--- config.mk ---
export PLATFORM = sky130hd
export DESIGN_NAME = bcd_to_bin_seq_flat
export DESIGN_NICKNAME = d
export VERILOG_FILES = /design/src/rtl/bcd_to_bin_seq_if.sv /design/src/rtl/bcd_to_bin_seq.sv /design/src/flat_wrapper.sv
export SDC_FILE = /design/constraint.sdc
export NUM_CORES = 1
export LEC_CHECK = 0
export CAP_MARGIN = 20
export CORE_AREA = 3 3 72 74
export DETAILED_ROUTE_END_ITERATION = 12
export DIE_AREA = 0 0 75 77
export HOLD_SLACK_MARGIN = 0.06
export PLACE_DENSITY_LB_ADDON = 0.12
export SLEW_MARGIN = 20
export SYNTH_ARGS = -nofsm -noshare
export SYNTH_HDL_FRONTEND = slang
export SYNTH_SLANG_ARGS = --single-unit
--- constraint.sdc ---
create_clock -name clk -period 3.1 [get_ports clk]
set_input_delay 0.62 -clock clk [delete_from_list [all_inputs] [get_ports clk]]
set_output_delay 0.62 -clock clk [all_outputs]
set_load 0.01 [all_outputs]
--- src/rtl/bcd_to_bin_seq_if.sv ---
// Start/result bundle for the sequential BCD-to-binary converter.
// Master drives the request; slave returns busy, done pulse and result.
interface bcd_to_bin_seq_if #(
  parameter int NUM_DIGITS = 4,
  parameter int BIN_BITS   = 14
);
  logic                    start;
  logic [4*NUM_DIGITS-1:0] bcd_in;
  logic                    busy;
  logic                    done;
  logic [BIN_BITS-1:0]     bin_out;
  logic                    err;

  modport master (output start, bcd_in, input busy, done, bin_out, err);
  modport slave  (input start, bcd_in, output busy, done, bin_out, err);
endinterface

--- src/rtl/bcd_to_bin_seq.sv ---
// Reverse double-dabble BCD-to-binary converter: 4*NUM_DIGITS shift cycles, done 4N+1 edges after start.
// Invalid digits short-circuit to a done/err pulse one edge after start; start is ignored while busy.
module bcd_to_bin_seq #(
  parameter int NUM_DIGITS = 4,
  parameter int BIN_BITS   = 14
) (
  input  logic              clk,
  input  logic              rst,
  bcd_to_bin_seq_if.slave   bus
);
  localparam int W  = 4 * NUM_DIGITS;
  localparam int CW = $clog2(W + 1);

  typedef enum logic [1:0] {IDLE, SHIFT, DONE} state_t;

  state_t              state_q, state_d;
  logic [W-1:0]        s_q, s_d;
  logic [W-1:0]        a_q, a_d;
  logic [CW-1:0]       cnt_q, cnt_d;
  logic                err_pend_q, err_pend_d;
  logic                busy_q, busy_d;
  logic                done_q, done_d;
  logic                err_q, err_d;
  logic [BIN_BITS-1:0] bin_q, bin_d;

  logic                start_ok;
  logic                bad_digit;
  logic [2*W-1:0]      sa_shift;
  logic [W-1:0]        s_adj;
  logic [BIN_BITS-1:0] a_fit;

  // Result width may be narrower or wider than the accumulator.
  if (BIN_BITS <= W) begin : g_trunc
    assign a_fit = a_q[BIN_BITS-1:0];
  end else begin : g_pad
    assign a_fit = {{(BIN_BITS-W){1'b0}}, a_q};
  end

  assign start_ok = bus.start && !busy_q;

  always_comb begin
    bad_digit = 1'b0;
    for (int i = 0; i < NUM_DIGITS; i++) begin
      if (bus.bcd_in[4*i +: 4] > 4'd9) bad_digit = 1'b1;
    end
  end

  always_comb begin
    sa_shift = {s_q, a_q} >> 1;
    s_adj    = sa_shift[2*W-1:W];
    for (int i = 0; i < NUM_DIGITS; i++) begin
      if (s_adj[4*i +: 4] >= 4'd8) s_adj[4*i +: 4] = s_adj[4*i +: 4] - 4'd3;
    end
  end

  always_comb begin
    state_d    = state_q;
    s_d        = s_q;
    a_d        = a_q;
    cnt_d      = cnt_q;
    err_pend_d = err_pend_q;
    done_d     = 1'b0;
    err_d      = err_q;
    bin_d      = bin_q;

    case (state_q)
      SHIFT: begin
        s_d   = s_adj;
        a_d   = sa_shift[W-1:0];
        cnt_d = cnt_q + CW'(1);
        if (cnt_q == CW'(W - 1)) state_d = DONE;
      end
      DONE: begin
        done_d  = 1'b1;
        err_d   = err_pend_q;
        bin_d   = err_pend_q ? '0 : a_fit;
        state_d = IDLE;
      end
      default: ;
    endcase

    // A start in the DONE cycle overrides the return to IDLE but keeps the result load above.
    if (start_ok) begin
      s_d        = bus.bcd_in;
      a_d        = '0;
      cnt_d      = '0;
      err_pend_d = bad_digit;
      state_d    = bad_digit ? DONE : SHIFT;
    end

    busy_d = (state_d == SHIFT);
  end

  always_ff @(posedge clk) begin
    if (rst) begin
      state_q    <= IDLE;
      s_q        <= '0;
      a_q        <= '0;
      cnt_q      <= '0;
      err_pend_q <= 1'b0;
      busy_q     <= 1'b0;
      done_q     <= 1'b0;
      err_q      <= 1'b0;
      bin_q      <= '0;
    end else begin
      state_q    <= state_d;
      s_q        <= s_d;
      a_q        <= a_d;
      cnt_q      <= cnt_d;
      err_pend_q <= err_pend_d;
      busy_q     <= busy_d;
      done_q     <= done_d;
      err_q      <= err_d;
      bin_q      <= bin_d;
    end
  end

  assign bus.busy    = busy_q;
  assign bus.done    = done_q;
  assign bus.err     = err_q;
  assign bus.bin_out = bin_q;
endmodule

--- src/flat_wrapper.sv ---
// flat-port wrapper written by rule: the top's interface ports become plain ports
module bcd_to_bin_seq_flat 
#(
  parameter int NUM_DIGITS = 4,
  parameter int BIN_BITS   = 14
)
  (clk, rst, bus_start, bus_bcd_in, bus_busy, bus_done, bus_bin_out, bus_err);
  bcd_to_bin_seq_if #(.NUM_DIGITS(NUM_DIGITS), .BIN_BITS(BIN_BITS)) bus_i ();
  input  logic clk;
  input  logic rst;
  input wire logic [$bits(bus_i.start)-1:0] bus_start;
  input wire logic [$bits(bus_i.bcd_in)-1:0] bus_bcd_in;
  output wire logic [$bits(bus_i.busy)-1:0] bus_busy;
  output wire logic [$bits(bus_i.done)-1:0] bus_done;
  output wire logic [$bits(bus_i.bin_out)-1:0] bus_bin_out;
  output wire logic [$bits(bus_i.err)-1:0] bus_err;
  assign bus_i.start = bus_start;
  assign bus_i.bcd_in = bus_bcd_in;
  assign bus_busy = bus_i.busy;
  assign bus_done = bus_i.done;
  assign bus_bin_out = bus_i.bin_out;
  assign bus_err = bus_i.err;
  bcd_to_bin_seq #(.NUM_DIGITS(NUM_DIGITS), .BIN_BITS(BIN_BITS)) u_core (.clk(clk), .rst(rst), .bus(bus_i));
endmodule
run_1/class_map.png
(4 px per micron)
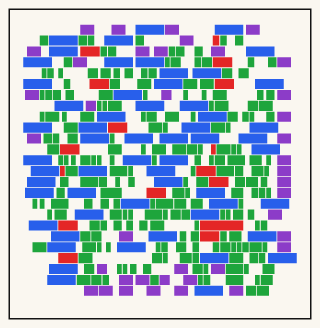
purple -> remaining buffers and delay cells  # cells 39, share of their area 12%
green -> remaining logic cells  # cells 206, share of their area 43%
blue -> registers  # cells 57, share of their area 37%
red -> clock drivers and dummy loads  # cells 16, share of their area 6.8%
number of cell rows: 25
utilization of the core after routing: 66.9%

run_1/port_trees.png
(6 px per micron)
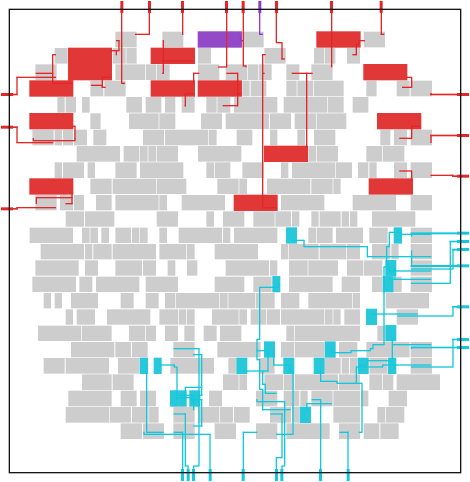
red -> bus_bin_out  # direction output, end cells 14, wire 237 microns
purple -> bus_done  # direction output, end cells 1, wire 5.40 microns
cyan -> bus_bcd_in  # direction input, end cells 20, wire 456 microns
quantity of I/O buffers inserted on ports: 35
ports placed on the boundary: 36

run_1/m3.png
(4 px per micron)
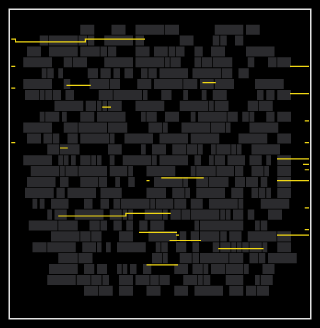
wire length on this layer = 161 microns
share of all routed wire = 3.3%
longest straight run = 17.5 microns
Global Route met3 Usage: 5.64%
total routed wirelength: 4.85 mm

run_1/clock_nets.png
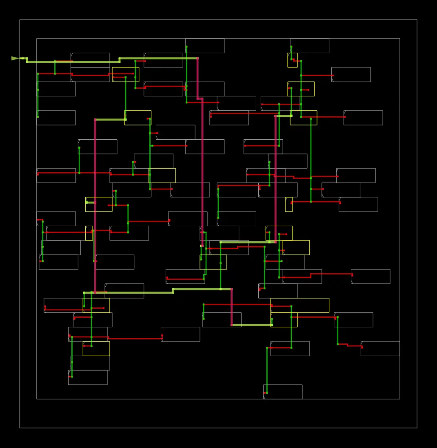
clock tree sinks: 57
clock network latency to the later pin of the worst-skew pair: 0.33 ns
Clock Power: 0.713 mW

==> reports/notes.md, run 1 <==
## Synthesis
* **combined area of all synthesized cells** 2550 sq um
* **leading register cell type out of synthesis** dfxtp_1
* **synthesis warning total** 0
* **number of nets at floorplan** 312
* **share of synthesized cell area in and-or and or-and compound cells** 12.4%

## Pwr
* **Peak VDD IR** 0.000325 V
* **Seq. pwr** 0.773 mW

## Layout
* **area grow syn2layout** 22.0%
* **total of fill cells in the finished design** 407
* **multi-input gates** 197
* **share of the final layout cell area in multi-input gates** 41.3%
* **most used logic cell in the final layout** dfxtp_1

## Final timing
* **share of the clock period used by the worst path** 63.2%
* **Max transition margin** 42.3%
* **total setup violations reported at the end of the flow** 0

## Routing
* **met3 WL post-DR** 160 microns
* **first-pass detailed-route iteration total** 4
* **initial DRC count** 99
* **number of nets with antenna violations after detailed routing** 0

## Worst setup path
* **cells on worst reg2reg path** 7
* **highest fanout seen on the critical path** 21
* **RR Endpoint** u_core.s_q[0]
* **Stages on worst setup path** 4
* **Worst Setup End Kind** flip-flop
* **CP Data Required Time** 3.34 ns

## Global route
* **maximum number of pins on one net before global-route repair** 37
* **global-route congestion overflow total** 0
* **most heavily used metal layer in global routing** met2

## Flow run
* **max_cap viols** 0
* **number of warnings in the stage logs** 33

## Outcome
* **outcome** complete, no violations

## CTS
* **CTS tree** built
* **number of buffers on the longest clock path** 2

## Floorplan
* **total core area** 4660 sq um
* **full die area** 5780 sq um
* **Tap Cells** 54

## Worst hold path
* **Hold/Removal Path Class** flip-flop to flip-flop
* **hold-critical path endpoint** u_core.bus.bin_out[11]

[run 1: flip-flops by register name, indices dropped and copies added, names as in the netlist]
| name | count |
|---|---|
| u_core.a_q | 16 |
| u_core.bus.bin_out | 14 |
| u_core.bus.busy | 1 |
| u_core.bus.done | 1 |
| u_core.bus.err | 1 |
| u_core.cnt_q | 5 |
| u_core.err_pend_q | 1 |
| u_core.s_q | 16 |
| u_core.state_q | 2 |
[run 1: through the flow]
stage / total power, mW / utilization [%] / instance area (sq um) / instances
4_1_cts: 1.65 / 66.9 / 3120 / 372
3_3_place_gp: 0.933 / 62.4 / 2910 / 356
2_1_floorplan: 0.886 / - / 2550 / 283
3_5_place_dp: 0.935 / 62.4 / 2910 / 356
6_report: 1.63 / 66.9 / 3120 / 372
5_1_grt: 1.70 / 66.9 / 3120 / 372
run_1/clock_wires.png
(6 px per micron)
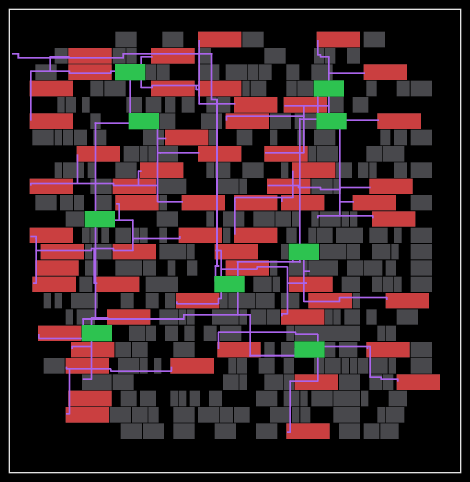

==> run 1 -> run 2 <==
--- a/config.mk
+++ b/config.mk
@@ -6,9 +6,9 @@
 export NUM_CORES = 1
 export LEC_CHECK = 0
 export CAP_MARGIN = 20
-export CORE_AREA = 3 3 72 74
+export CORE_AREA = 3 3 77 79
 export DETAILED_ROUTE_END_ITERATION = 12
-export DIE_AREA = 0 0 75 77
+export DIE_AREA = 0 0 80 82
 export HOLD_SLACK_MARGIN = 0.06
 export PLACE_DENSITY_LB_ADDON = 0.12
 export SLEW_MARGIN = 20
==> constraint.sdc (replaced) <==
create_clock -name clk -period 1.59 [get_ports clk]
set_input_delay 0.318 -clock clk [delete_from_list [all_inputs] [get_ports clk]]
set_output_delay 0.318 -clock clk [all_outputs]
set_load 0.01 [all_outputs]
run_2/clock_wires.png
(6 px per micron)
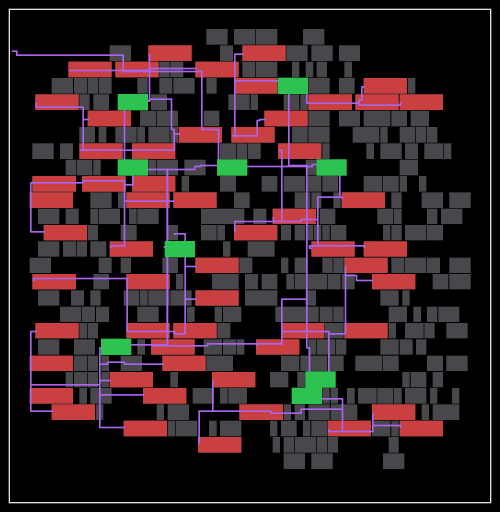
red -> flip-flops  # count 57
purple -> clock wires  # length 708 microns
green -> clock-net drivers  # count 9
flops lie = all over the die
clock network latency to the later pin of the worst-skew pair: 0.32 ns
Clk network pwr share: 37.4%

==> run 2 against run 1 <==
- sequential share of layout area decreased by 0.79 points
- register-to-register slack got worse by 1.2 ns
- clock power increased by 53%
- die area increased by 14%
- count of clock-buffer cells in the layout decreased by 2
==> reports/notes.md, run 2 <==
## Outcome
* **outcome** complete, no violations

## Layout
* **total of fill cells in the finished design** 490, +20%
* **most used logic cell in the final layout** dfxtp_1
* **final standard cell area without fillers** 3190 sq um, +2.2%
* **final cell count without fillers** 399, +7.3%
* **area grow syn2layout** 24.7%

## Synthesis
* **share of synthesized cell area in and-or and or-and compound cells** 12.4%, unchanged
* **number of nets at floorplan** 312, unchanged
* **synthesis warning total** 0, unchanged
* **combined area of all synthesized cells** 2550 sq um, unchanged
* **leading register cell type out of synthesis** dfxtp_1

## Floorplan
* **full die area** 6560 sq um, +14%
* **total core area** 5410 sq um, +16%
* **ports placed on the boundary** 36, unchanged

## Placed design
* **placed inst area** 3030 sq um, +4.0%
* **quantity of I/O buffers inserted on ports** 35, unchanged
* **post-placement cell count** 383, +7.6%

## Pwr
* **Seq. pwr** 1.51 mW, +95%
* **Peak VDD IR** 0.000548 V, +69%
* **Total Power Consumption** 2.90 mW, +78%

## Final timing
* **final-layout setup total negative slack** 0 ns
* **share of the clock period used by the worst path** 95.5%
* **Max transition margin** 73.3%, +31 points

## Routing
* **number of nets with antenna violations after detailed routing** 0, unchanged
* **initial DRC count** 78, -21%
* **first-pass detailed-route iteration total** 4, unchanged
* **total routed wirelength** 4.76 mm, -1.9%

## Flow run
* **max_cap viols** 0, unchanged
* **number of warnings in the stage logs** 33, unchanged

## CTS
* **clock tree sinks** 57, unchanged
* **number of buffers on the longest clock path** 2, unchanged

## Worst setup path
* **cells on worst reg2reg path** 7, unchanged
* **Stages on worst setup path** 1, -3
* **CP Data Required Time** 1.27 ns, -2.07 ns
* **RR Endpoint** u_core.bus.busy
* **Worst Setup End Kind** output port
* **crit-path cells** clkdlybuf4s50_1

## Worst hold path
* **hold-critical path endpoint** u_core.bus.bin_out[10]

## Global route
* **maximum number of pins on one net before global-route repair** 29, -22%

run_2/clock_nets.png
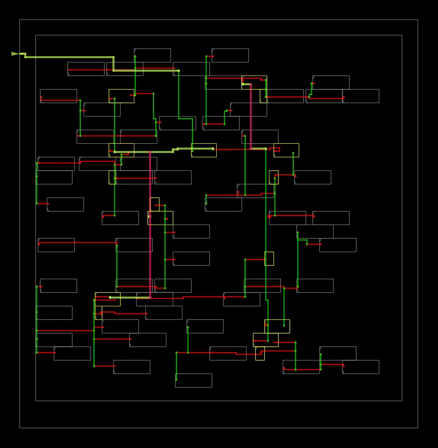
number of buffers inserted during clock tree synthesis: 9
flop count: 57
layout clock buffer count: 12
Clock Skew: 0.00493 ns
Clock Power: 1.09 mW

run 2: cell counts after synthesis:
Identical to the previous run, type by type.
run 2: metal layers:
metal / vias up / global-route usage, % / routed length (microns)
met5: - / 0 / 0
met2: 26 / 25.0 / 2200
met3: 5 / 5.48 / 175
met1: 864 / 20.7 / 2350
li1: 1029 / - / -
met4: 0 / 5.57 / 42
run 2: tightest hold or removal path, delay by kind of cell, from the launching register on:
family,cells,cell delay (ns)
flip-flops,1,0.31
AND/OR/NAND/NOR,1,0.06
AND-OR/OR-AND,1,0.05
run 2: final cells by class:
class,instances,share of cell area [%]
Timing Repair Buffer,48,14.8
Tap cell,72,2.83
Inverter,9,1.06
Multi-Input combinational cell,197,40.6
Sequential cell,57,35.8
Clock inverter,4,0.628
Clock buffer,12,4.24
Power and IR drop assume default switching activity.
